--- src/rtl/lane_encoder_66b_pkg.sv ---
// ---------------------------------------------------------------------------
// lane_encoder_66b_pkg
//
// Shared constants for the per-lane 64b/66b block encoder:
//   - sync header codes for data and ordered-set blocks
//   - the d_sel code that marks transport-layer data
//   - additive scrambler polynomial taps and per-lane seeds
//   - a helper that advances the scrambler LFSR by one byte
//
// The scrambler items are only referenced when ENC_SCRAMBLER_EN is defined.
// ---------------------------------------------------------------------------
package lane_encoder_66b_pkg;

  localparam logic [1:0] SYNC_DATA = 2'b10;
  localparam logic [1:0] SYNC_OS   = 2'b01;

  localparam logic [3:0] DSEL_DATA = 4'h8;

  localparam int unsigned LFSR_W = 23;

  // x^23 + x^21 + x^16 + x^8 + x^5 + x^2 + 1.
  // Bit (n-1) is set for every x^n term, so the feedback bit is the XOR of
  // state bits 22, 20, 15, 7, 4 and 1.
  localparam logic [LFSR_W-1:0] LFSR_TAPS = 23'h508092;

  localparam logic [LFSR_W-1:0] LANE0_SEED = 23'h1DBFBC;
  localparam logic [LFSR_W-1:0] LANE1_SEED = 23'h0607BB;

  typedef struct packed {
    logic [LFSR_W-1:0] state;  // LFSR state after eight shifts
    logic [7:0]        ks;     // keystream byte, first generated bit in [0]
  } lfsr_byte_t;

  // Eight serial LFSR steps. Each feedback bit is both the keystream bit and
  // the new state LSB; the first bit produced lands in the byte LSB so the
  // keystream lines up with payload bit ordering (byte 0 bit 0 first).
  function automatic lfsr_byte_t lfsr_advance_byte(input logic [LFSR_W-1:0] state_in);
    lfsr_byte_t        res;
    logic [LFSR_W-1:0] s;
    logic              fb;
    s      = state_in;
    res.ks = '0;
    for (int i = 0; i < 8; i++) begin
      fb        = ^(s & LFSR_TAPS);
      res.ks[i] = fb;
      s         = {s[LFSR_W-2:0], fb};
    end
    res.state = s;
    return res;
  endfunction

endpackage

--- src/rtl/lane_encoder_66b_lane_scrambler.sv ---
// ---------------------------------------------------------------------------
// lane_scrambler
//
// Additive (frame-synchronous) scrambler for one lane. The keystream byte
// for the current LFSR state is XORed onto data_in combinationally, so the
// byte accepted on a clock edge is scrambled with the state held before
// that edge; the state then moves on by eight bits.
//
// Parameters:
//   SEED      LFSR load value on reset and on reload
// Ports:
//   clk       byte clock
//   rst       asynchronous active-low reset (loads SEED)
//   advance   step the LFSR by eight bits on this edge
//   reload    load SEED on this edge (wins over advance)
//   data_in   raw byte
//   data_out  data_in XOR keystream byte
// ---------------------------------------------------------------------------
module lane_scrambler
  import lane_encoder_66b_pkg::*;
#(
  parameter logic [LFSR_W-1:0] SEED = LANE0_SEED
) (
  input  logic       clk,
  input  logic       rst,
  input  logic       advance,
  input  logic       reload,
  input  logic [7:0] data_in,
  output logic [7:0] data_out
);

  logic [LFSR_W-1:0] lfsr_q;
  lfsr_byte_t        step;

  assign step     = lfsr_advance_byte(lfsr_q);
  assign data_out = data_in ^ step.ks;

  always_ff @(posedge clk or negedge rst) begin
    if (!rst) begin
      lfsr_q <= SEED;
    end else if (reload) begin
      lfsr_q <= SEED;
    end else if (advance) begin
      lfsr_q <= step.state;
    end
  end

endmodule

--- src/rtl/lane_encoder_66b.sv ---
// ---------------------------------------------------------------------------
// lane_encoder_66b
//
// Two-lane 64b/66b block encoder on the TX path, fed by the lane
// distributer. Every enabled cycle one byte per lane is collected; after
// eight bytes each lane presents {payload[63:0], sync[1:0]} and enc_valid
// pulses for one cycle. Byte k of a block lands in payload bits [8k+7:8k].
//
// The block class is taken from d_sel on the first byte of a block
// ('h8 = transport data, anything else = ordered set). A class change later
// in the same block raises hdr_err once; the block keeps its first class.
// Dropping enable_enc discards any partial block.
//
// Build option:
//   ENC_SCRAMBLER_EN  adds an additive scrambler per lane; data-block
//                     payloads are scrambled, ordered sets and sync headers
//                     are not. Latency is unchanged.
//
// Ports:
//   clk             byte clock
//   rst             asynchronous active-low reset
//   enable_enc      bytes valid this cycle
//   d_sel[3:0]      block class select
//   lane_0_tx_in    lane 0 byte
//   lane_1_tx_in    lane 1 byte
//   lane_0_enc_out  lane 0 symbol, [1:0] sync, [65:2] payload
//   lane_1_enc_out  lane 1 symbol, same format
//   enc_valid       one-cycle pulse, both symbols updated
//   hdr_err         one-cycle pulse, class changed inside a block
// ---------------------------------------------------------------------------
module lane_encoder_66b
  import lane_encoder_66b_pkg::*;
(
  input  logic        clk,
  input  logic        rst,
  input  logic        enable_enc,
  input  logic [3:0]  d_sel,
  input  logic [7:0]  lane_0_tx_in,
  input  logic [7:0]  lane_1_tx_in,
  output logic [65:0] lane_0_enc_out,
  output logic [65:0] lane_1_enc_out,
  output logic        enc_valid,
  output logic        hdr_err
);

  logic [2:0]  byte_cnt;   // bytes accepted in the current block
  logic        is_data_q;  // class latched on byte 0
  logic        err_seen;   // hdr_err already raised for this block
  logic [55:0] acc_0;      // bytes 0..6 of lane 0; byte 7 goes straight out
  logic [55:0] acc_1;

  logic       d_is_data;
  logic [7:0] lane_0_byte;  // byte to store: scrambled or raw
  logic [7:0] lane_1_byte;

  assign d_is_data = (d_sel == DSEL_DATA);

`ifdef ENC_SCRAMBLER_EN
  logic       class_now;
  logic [7:0] scr_0;
  logic [7:0] scr_1;

  // Both LFSRs run on every accepted byte regardless of class and reseed
  // whenever the distributer is idle.
  lane_scrambler #(.SEED(LANE0_SEED)) u_scr_0 (
    .clk      (clk),
    .rst      (rst),
    .advance  (enable_enc),
    .reload   (!enable_enc),
    .data_in  (lane_0_tx_in),
    .data_out (scr_0)
  );

  lane_scrambler #(.SEED(LANE1_SEED)) u_scr_1 (
    .clk      (clk),
    .rst      (rst),
    .advance  (enable_enc),
    .reload   (!enable_enc),
    .data_in  (lane_1_tx_in),
    .data_out (scr_1)
  );

  // On byte 0 the class register is not loaded yet, so use d_sel directly.
  // NOTE: every always_comb output gets a default first so no path can
  // leave it unassigned and infer a latch.
  always_comb begin
    class_now   = is_data_q;
    lane_0_byte = lane_0_tx_in;
    lane_1_byte = lane_1_tx_in;
    if (byte_cnt == 3'd0) begin
      class_now = d_is_data;
    end
    if (class_now) begin
      lane_0_byte = scr_0;
      lane_1_byte = scr_1;
    end
  end
`else
  assign lane_0_byte = lane_0_tx_in;
  assign lane_1_byte = lane_1_tx_in;
`endif

  // NOTE: sequential state uses non-blocking assignments only, so every
  // register samples the pre-edge value of every other register.
  // NOTE: the collectors are a handful of flops, not a RAM, so they are
  // reset along with everything else and no stale bytes survive a reset.
  always_ff @(posedge clk or negedge rst) begin
    if (!rst) begin
      byte_cnt       <= '0;
      is_data_q      <= 1'b0;
      err_seen       <= 1'b0;
      acc_0          <= '0;
      acc_1          <= '0;
      lane_0_enc_out <= '0;
      lane_1_enc_out <= '0;
      enc_valid      <= 1'b0;
      hdr_err        <= 1'b0;
    end else begin
      enc_valid <= 1'b0;
      hdr_err   <= 1'b0;

      if (!enable_enc) begin
        // Abandon any partial block; outputs keep the last full symbols.
        byte_cnt <= '0;
        err_seen <= 1'b0;
      end else begin
        byte_cnt <= byte_cnt + 3'd1;

        if (byte_cnt == 3'd0) begin
          is_data_q <= d_is_data;
          err_seen  <= 1'b0;
        end else if ((is_data_q != d_is_data) && !err_seen) begin
          hdr_err  <= 1'b1;
          err_seen <= 1'b1;
        end

        for (int k = 0; k < 7; k++) begin
          if (byte_cnt == 3'(k)) begin
            acc_0[8*k +: 8] <= lane_0_byte;
            acc_1[8*k +: 8] <= lane_1_byte;
          end
        end

        if (byte_cnt == 3'd7) begin
          lane_0_enc_out <= {lane_0_byte, acc_0, (is_data_q ? SYNC_DATA : SYNC_OS)};
          lane_1_enc_out <= {lane_1_byte, acc_1, (is_data_q ? SYNC_DATA : SYNC_OS)};
          enc_valid      <= 1'b1;
        end
      end
    end
  end

endmodule
--- config.mk ---
export PLATFORM = sky130hd
export DESIGN_NAME = lane_encoder_66b
export DESIGN_NICKNAME = d
export VERILOG_FILES = /design/src/rtl/lane_encoder_66b_pkg.sv /design/src/rtl/lane_encoder_66b_lane_scrambler.sv /design/src/rtl/lane_encoder_66b.sv
export SDC_FILE = /design/constraint.sdc
export NUM_CORES = 1
export LEC_CHECK = 0
export ABC_AREA = 1
export CAP_MARGIN = 20
export CELL_PAD_IN_SITES_DETAIL_PLACEMENT = 1
export CELL_PAD_IN_SITES_GLOBAL_PLACEMENT = 1
export CORE_ASPECT_RATIO = 1.2
export CORE_MARGIN = 5
export CORE_UTILIZATION = 43
export CTS_CLUSTER_SIZE = 16
export DETAILED_ROUTE_END_ITERATION = 10
export HOLD_SLACK_MARGIN = 0.08
export PLACE_DENSITY_LB_ADDON = 0.2
export SLEW_MARGIN = 10
export SYNTH_ARGS = -nofsm -noshare
export SYNTH_HDL_FRONTEND = slang
export SYNTH_HIERARCHICAL = 1
export SYNTH_SLANG_ARGS = --single-unit
--- constraint.sdc ---
create_clock -name clk -period 2.8 [get_ports clk]
set_input_delay 0.56 -clock clk [delete_from_list [all_inputs] [get_ports clk]]
set_output_delay 0.56 -clock clk [all_outputs]
set_load 0.01 [all_outputs]
Figure 1. Routing congestion map.
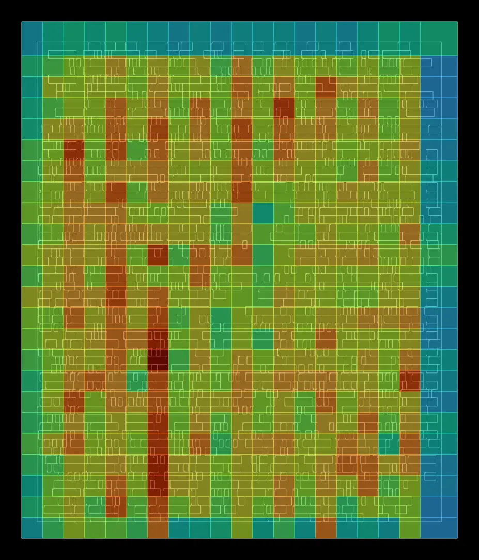
met3 Track Usage GR: 3.26%
GR Layer Usage met1: 28.4%
layer with the highest usage: met2

Figure 2. Where the registers sit.
Scale bar: 50 microns. Other sequential cells in the stronger grey, the rest of the logic in the fainter grey.
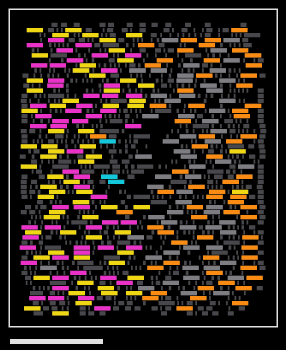
legend:
  lane_0_enc_out:
    colour: yellow
    sequential_cells: 66
  byte_cnt:
    colour: cyan
    sequential_cells: 3
  lane_1_enc_out:
    colour: orange
    sequential_cells: 64
  acc_0:
    colour: magenta
    sequential_cells: 56
not coloured: 60

Figure 3. Logic cells by family.
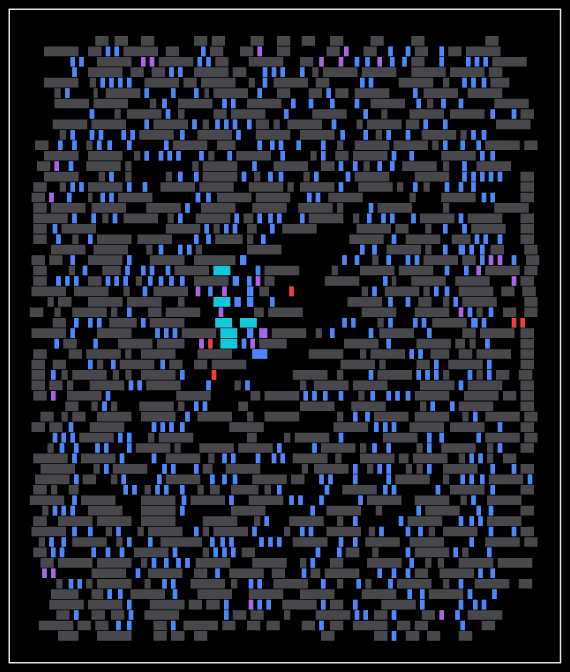
legend:
  NOR gates:
    colour: red
    cells: 5
  inverters:
    colour: purple
    cells: 26
    where: all over the die
  NAND gates:
    colour: blue
    cells: 483
    where: all over the die
  adder and majority cells:
    colour: cyan
    cells: 6
    where: middle

Figure 4. Placed cells, one colour a class.
Scale bar: 50 microns.
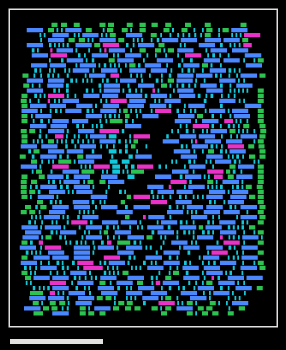
legend:
  flops:
    colour: blue
    cells: 249
    share_of_their_area: 54%
  combinational and other logic:
    colour: cyan
    cells: 652
    share_of_their_area: 23%
  other buffers and delay cells:
    colour: green
    cells: 173
    share_of_their_area: 15%
  clock drivers and dummy loads:
    colour: magenta
    cells: 45
    share_of_their_area: 7.2%

==> impl_metrics.yaml <==
# physical design summary
detailed_routing:
  via_per_inst: 4.97
  drtIter0Drc: 391
  drt_pass1_iterations: 4
  wl_met3_microns: 1120
global_route:
  grt_max_degree: 149
die:
  core_area_sq_um: 21000
  die_w_microns: 143
cts:
  cts_max_path_buffers: 3
synth:
  synth.area.mux_share_pct: 0
  synth_flops: 249
  yosys_area_sq_um: 9160
  most_common_cell: "nand2_1"
  ys_sh_xor_pct: 0
  ys_sh_simple_pct: 20.1
  netlist_top_cells_count: "475 x nand2_1, 249 x dfrtp_1, 131 x o21ai_0"
  yosys_cells: 953
  netlist_instances: 953
final_layout:
  lay_top_cells: "474 x nand2_1, 249 x dfrtp_1, 155 x clkdlybuf4s50_1"
  largest_reg_flops: 66
  utilization_pct: 56.5
  instances_no_fill: 1389
  top_regs: "lane_0_enc_out x66, lane_1_enc_out x64"
critical_path:
  worstRegToRegCells: 5
  crit_family: "buffers and inverters"
  cp_data_arrival_time_ns: 1.47
  path_buffers: 1
  crit_fanout: 2
place:
  dp_hpwl_microns: 15500
  place.gp.congestion: 0.720
  port_buffers: 156
sta:
  fin_ws_ns: 0.766
  final.setup_skew_ns: 0.0105
  finalCriticalPeriod_ns: 2.03
  tightest_slew_ns: 0.783
power:
  p_leak_nw: 6.00
  p_seq_share_pct: 50.6
hold_path:
  hold_class: "reg2reg"
job:
  max-cap-violations: 0
outcome:
  status: "completed"
power by group through the flow:
stage          sequential (mW)  combinational [mW]  clock, mW
6_report                  4.50                1.02       3.37
5_1_grt                   4.58                1.18       3.59
4_1_cts                   4.51                1.05       3.44
3_5_place_dp              4.56                1.04          0
3_3_place_gp              4.53               0.976          0
2_1_floorplan             4.53               0.474          0
cell type report:
| class | instances | area (sq um) |
|---|---|---|
| Clock buffer | 34 | 709 |
| Clock inverter | 11 | 116 |
| Fill cell | 2353 | 9120 |
| Inverter | 26 | 100 |
| Multi-Input combinational cell | 626 | 2590 |
| Sequential cell | 249 | 6230 |
| Tap cell | 270 | 338 |
| Timing Repair Buffer | 173 | 1770 |
timing repair:
item | in CTS | in global routing
setup buffers | 0 | 0
resized | 0 | 0
hold buffers | 1 | 0
hold endpoints to repair | 29 | 0
No activity file was given, so power comes from the tool's default toggle rates.
